### config.mk
export PLATFORM = sky130hd
export DESIGN_NAME = branch_resolve_unit
export DESIGN_NICKNAME = d
export VERILOG_FILES = /design/src/rtl/branch_resolve_unit.sv
export SDC_FILE = /design/constraint.sdc
export NUM_CORES = 1
export LEC_CHECK = 0
export ABC_AREA = 0
export CORE_AREA = 2 2 210 212
export DETAILED_ROUTE_END_ITERATION = 8
export DIE_AREA = 0 0 212 214
export SYNTH_ARGS = -nofsm -noshare
export SYNTH_HDL_FRONTEND = slang
export SYNTH_SLANG_ARGS = --single-unit
### constraint.sdc
create_clock -name clk -period 3.5 [get_ports clk]
set_input_delay 0.7 -clock clk [delete_from_list [all_inputs] [get_ports clk]]
set_output_delay 0.7 -clock clk [all_outputs]
set_load 0.05 [all_outputs]
### src/rtl/branch_resolve_unit.sv
// branch_resolve_unit: multicycle branch/jump resolver with valid/ready handshake and saturating stats
module branch_resolve_unit #(
  parameter int XLEN  = 32,
  parameter int CNT_W = 16
) (
  input  logic             clk,
  input  logic             rst_n,
  input  logic             in_valid,
  output logic             in_ready,
  input  logic [1:0]       in_kind,
  input  logic [2:0]       in_funct3,
  input  logic [XLEN-1:0]  in_rs1,
  input  logic [XLEN-1:0]  in_rs2,
  input  logic [XLEN-1:0]  in_pc,
  input  logic [XLEN-1:0]  in_imm,
  output logic             out_valid,
  input  logic             out_ready,
  output logic [XLEN-1:0]  out_next_pc,
  output logic             out_taken,
  output logic [XLEN-1:0]  out_link,
  output logic             out_misalign,
  output logic             out_illegal,
  output logic [CNT_W-1:0] stat_branches,
  output logic [CNT_W-1:0] stat_taken,
  input  logic             clr_stats
);
  typedef enum logic [1:0] {IDLE, EVAL, RESP} state_t;
  state_t state;
  logic [1:0] kind;
  logic [2:0] f3;
  logic [XLEN-1:0] rs1, rs2, pc, imm, sum, tgt, lnk;
  logic eq, lts, ltu, cond, ill_c, tk_c, hs;
  assign hs = state == RESP && out_ready;
  // condition, target and link from the latched request
  always_comb begin
    eq    = rs1 == rs2;
    lts   = $signed(rs1) < $signed(rs2);
    ltu   = rs1 < rs2;
    cond  = f3[2] ? ((f3[1] ? ltu : lts) ^ f3[0]) : (eq ^ f3[0]);
    ill_c = kind == 2'd3 || (kind == 2'd0 && f3[2:1] == 2'b01);
    tk_c  = !ill_c && (kind != 2'd0 || cond);
    sum   = (kind == 2'd2 ? rs1 : pc) + imm;
    tgt   = {sum[XLEN-1:1], sum[0] & (kind != 2'd2)};
    lnk   = pc + XLEN'(4);
  end
  // request FSM: latch in IDLE, register results in EVAL, hold in RESP until accepted
  always_ff @(posedge clk or negedge rst_n) begin
    if (!rst_n) begin
      state        <= IDLE;
      in_ready     <= 1'b1;
      out_valid    <= 1'b0;
      out_next_pc  <= '0;
      out_link     <= '0;
      out_taken    <= 1'b0;
      out_misalign <= 1'b0;
      out_illegal  <= 1'b0;
      kind         <= '0;
      f3           <= '0;
      rs1          <= '0;
      rs2          <= '0;
      pc           <= '0;
      imm          <= '0;
    end else begin
      case (state)
        IDLE: if (in_valid) begin
          kind     <= in_kind;
          f3       <= in_funct3;
          rs1      <= in_rs1;
          rs2      <= in_rs2;
          pc       <= in_pc;
          imm      <= in_imm;
          in_ready <= 1'b0;
          state    <= EVAL;
        end
        EVAL: begin
          out_taken    <= tk_c;
          out_illegal  <= ill_c;
          out_link     <= lnk;
          out_next_pc  <= tk_c ? tgt : lnk;
          out_misalign <= tk_c && tgt[1:0] != 2'b00;
          out_valid    <= 1'b1;
          state        <= RESP;
        end
        RESP: if (out_ready) begin
          out_valid <= 1'b0;
          in_ready  <= 1'b1;
          state     <= IDLE;
        end
        default: state <= IDLE;
      endcase
    end
  end
  // saturating branch statistics, clear wins over a coincident completion
  always_ff @(posedge clk or negedge rst_n) begin
    if (!rst_n) begin
      stat_branches <= '0;
      stat_taken    <= '0;
    end else if (clr_stats) begin
      stat_branches <= '0;
      stat_taken    <= '0;
    end else if (hs && kind == 2'd0 && !out_illegal) begin
      stat_branches <= stat_branches == '1 ? stat_branches : stat_branches + CNT_W'(1);
      stat_taken    <= (!out_taken || stat_taken == '1) ? stat_taken : stat_taken + CNT_W'(1);
    end
  end
endmodule

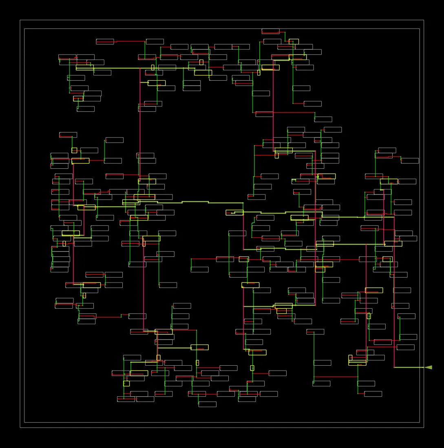
Fig. 1. Clock nets.
P_clk: 2.86 mW
Flops: 236

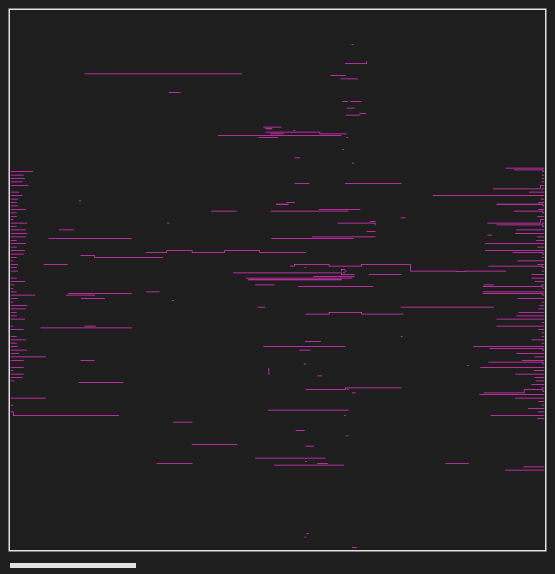
Fig. 2. Signal wires on met3.
The bar under the picture is 50 µm long.
longest straight run	62.1 µm
nets with wire on the layer	190
Post-Route WL: 40.8 mm
global routing usage on met3: 2.86%

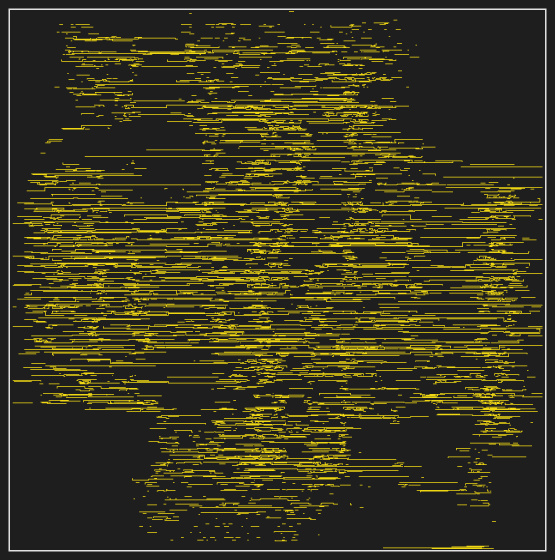
Fig. 3. M1 wires.
nets with wire on the layer	1561
wire length on this layer	19900 µm
share of all routed wire	49%
longest straight run	69.5 µm
met1 Use GR: 25.9%
vias: 10605

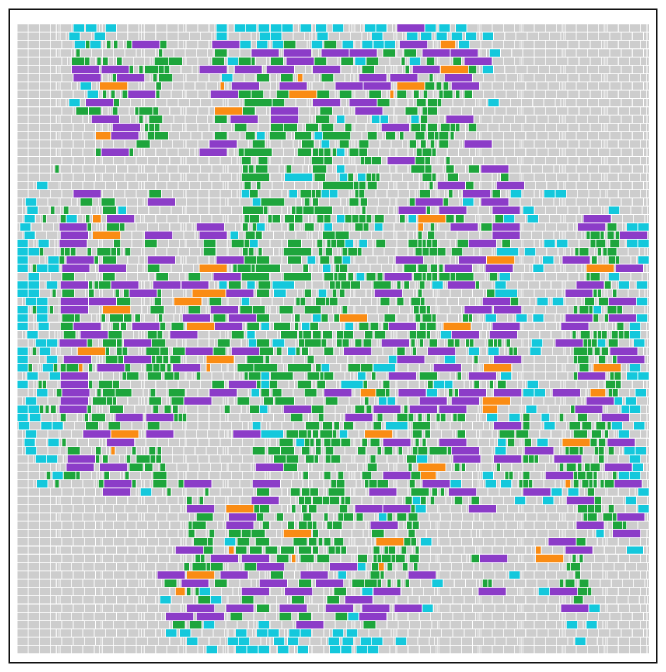
Fig. 4. Placed cells, one color a class.
Fill, decap, tap and diode cells in gray.
class	color	cells
other buffers and delay cells	cyan	313
combinational and other logic	green	949
clock drivers and dummy loads	orange	50
flops	purple	236
Design Area, Final: 17600 µm²
core area: 42900 µm²
Rows: 76
Final Core Density: 41.0%
Seq/total area: 33.6%

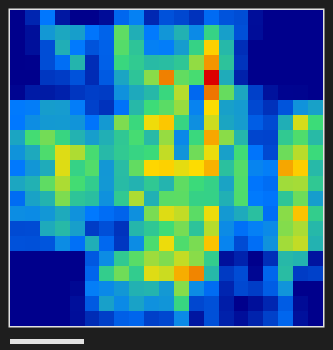
Fig. 5. Routed metal per tile.
The bar under the picture is 50 µm long. 21 x 21 tiles, from dark blue (low) to red (high), scaled to the fullest tile. Values are wire area over tile area, all layers added.
fullest tile	0.46
tiles over half the peak	21%
mean over tiles	0.14

==> flow_summary.ini <==
; yosys + openroad results
[outcome]
outcome = complete, no violations

[clocking]
cts_tree = yes
clkLatencyLatePin_ns = 0.56
cts_repair_resize_count = 2
cts_setup_buffers = 0
htreeDepth = 1
clk_path_buf_depth = 3
path_clk_slew_ns = 0.06
numCtsBuffers = 28
cts.sinks = 236
root_buffer = clkbuf_16
postCtsHoldBufs = 0

[place]
hpwl_mm = 31.7
gp_congestion = 0.887
place_inst = 2077
portBuffers = 238
place_area_um2 = 16300
preCtsSetupSlack_ns = -0.0276

[final_timing]
finalCriticalPeriod_ns = 3.35
setup_viol_count_final = 0
fin_ws_ns = 0.152
fin_worst_hold_slack_ns = 0.133
finClkSkew_ns = 0.0163
relSlewSlack_pct = 49.0
worst_pin_slew_ns = 0.745
hold_violations = 0
fin_setup_tns_ns = 0
slew_viol_final = 0
finalClockPeriodUsage_pct = 95.7
fmax_mhz = 299

[synthesis]
async_reset_ff_share_pct = 100
top_area_cell = dfrtp_1
ys_types = 61
ys_chip_area_um2 = 12800
synth_stat.cells = 1243
synth_cells = 1243
ys_seq_share_pct = 46.1
syn_avg_cell_area_um2 = 10.3
ys.flop_type = dfrtp_1
edf_count = 0
topCellsByArea = dfrtp_1, mux2_2, ha_1
syn-num-nets = 1448
top_cell = dfrtp_1
synth_flops = 236
top_cells_by_count = dfrtp_1, mux2_2, nand2_1
yosysWarnings = 0
netlist.area_leader.share_pct = 45.9
syn-cell-area_um2 = 12800

[setup_path]
reg2reg_depth = 13
slowest_delay_ns = 0.41
crit_top_cell = o211ai_1
crit_type = flip-flop to flip-flop
crit_family = AND-OR/OR-AND gates
crit_end = out_next_pc[31]
worstSetupEndpointType = flip-flop
cp_max_fo = 6
crit_chain = nor2_4 > buf_6 > mux2_2 > ha_2 > a2111oi_2 > o21ai_1 > a221oi_2 > a32o_2 > a31oi_4 > o211ai_1 > o211ai_1 > a21o_1 > a22o_1
path_buffers = 1
timing.rr.end = out_next_pc[31]
r2r_start = kind[0]
cpMaxStageDelayCell = a221oi_2
reg2reg_slack_ns = 0.15
critPathLaunchType = flip-flop
critPathRequiredTime_ns = 3.94
critPathArrivalTime_ns = 3.79
path_depth = 13
startpoint = kind[0]

[finish]
syn2layout_area_growth_pct = 37.2
finalNonFillerCells = 2133
inverters = 49
comb_area_um2 = 6790
drive_above_1_share_pct = 20.0
seq_area_um2 = 5910
logic_gate_count = 900
nNetsFinal = 1733
final-clk-cell-share_pct = 5.16
n_antenna_cell = 0
largestClassByArea = multi-input combinational cells
n_clock_buffer = 41
bufAreaShareNonClock_pct = 17.4
comb_share_pct = 38.6
buffers = 313
nFillCells = 4196

[pwr]
p_per_area_nw_per_um2 = 1180
p_total_mw = 20.8
p_leak_nw = 7.35
ir_worst_vdd_v = 0.000512

[grt]
use_met2_pct = 26.6
grt_max_degree = 102
grt_usage_pct = 17.6
grt_pass1_wl_mm = 62.0
grt_pass1_vias = 10493
busiest_layer = met2
grt_overflow = 0
antenna_found_initial = 1

[drt]
dr.pass1.iters = 5
top_layer = met5
drc = 0
wl_met2_mm = 17.7
wl_met3_mm = 2.27
vias_per_cell = 4.97
antenna_left = 0
drt-met1-wl_mm = 19.9
routedWlPerCell_um = 19.1
drtIter0Drc = 833

[floorplanning]
die_height_um = 214
die_width_um = 212
ios = 239
n_tap_cell = 585
dieArea_um2 = 45400
fp_util_pct = 29.9

[flow_run]
cap_violations = 0
tool_warnings = 28

[hold_path]
min_path_type = primary input to asynchronous set/reset pin
-- cell usage in the layout (no fill, tap or decap), drive strengths merged, types with 49 or more instances in the layout --
cell type and instances:
mux2 129, inv 49, clkdlybuf4s50 237, a21oi 64
ha 66, nor2 85, nand2 118, buf 75
dfrtp 235, o21ai 81
-- power breakdown --
group,leakage [nW],internal (mW),total (mW),switching (mW)
clock,0.449,1.71,2.86,1.16
sequential,2.90,3.93,5.03,1.10
combinational,4.00,5.57,12.9,7.35
total,7.35,11.2,20.8,9.61
-- cell families after synthesis --
group	count (synthesis)	synth area share (%)
AND/OR/NAND/NOR	350	12.8
AND-OR/OR-AND	276	14.5
flip-flops	236	46.1
multiplexers	132	11.6
buffers and inverters	107	3.31
XOR/XNOR	75	5.12
adder cells (fa/ha/maj)	67	6.60
Power is estimated from default activity; no workload was simulated.
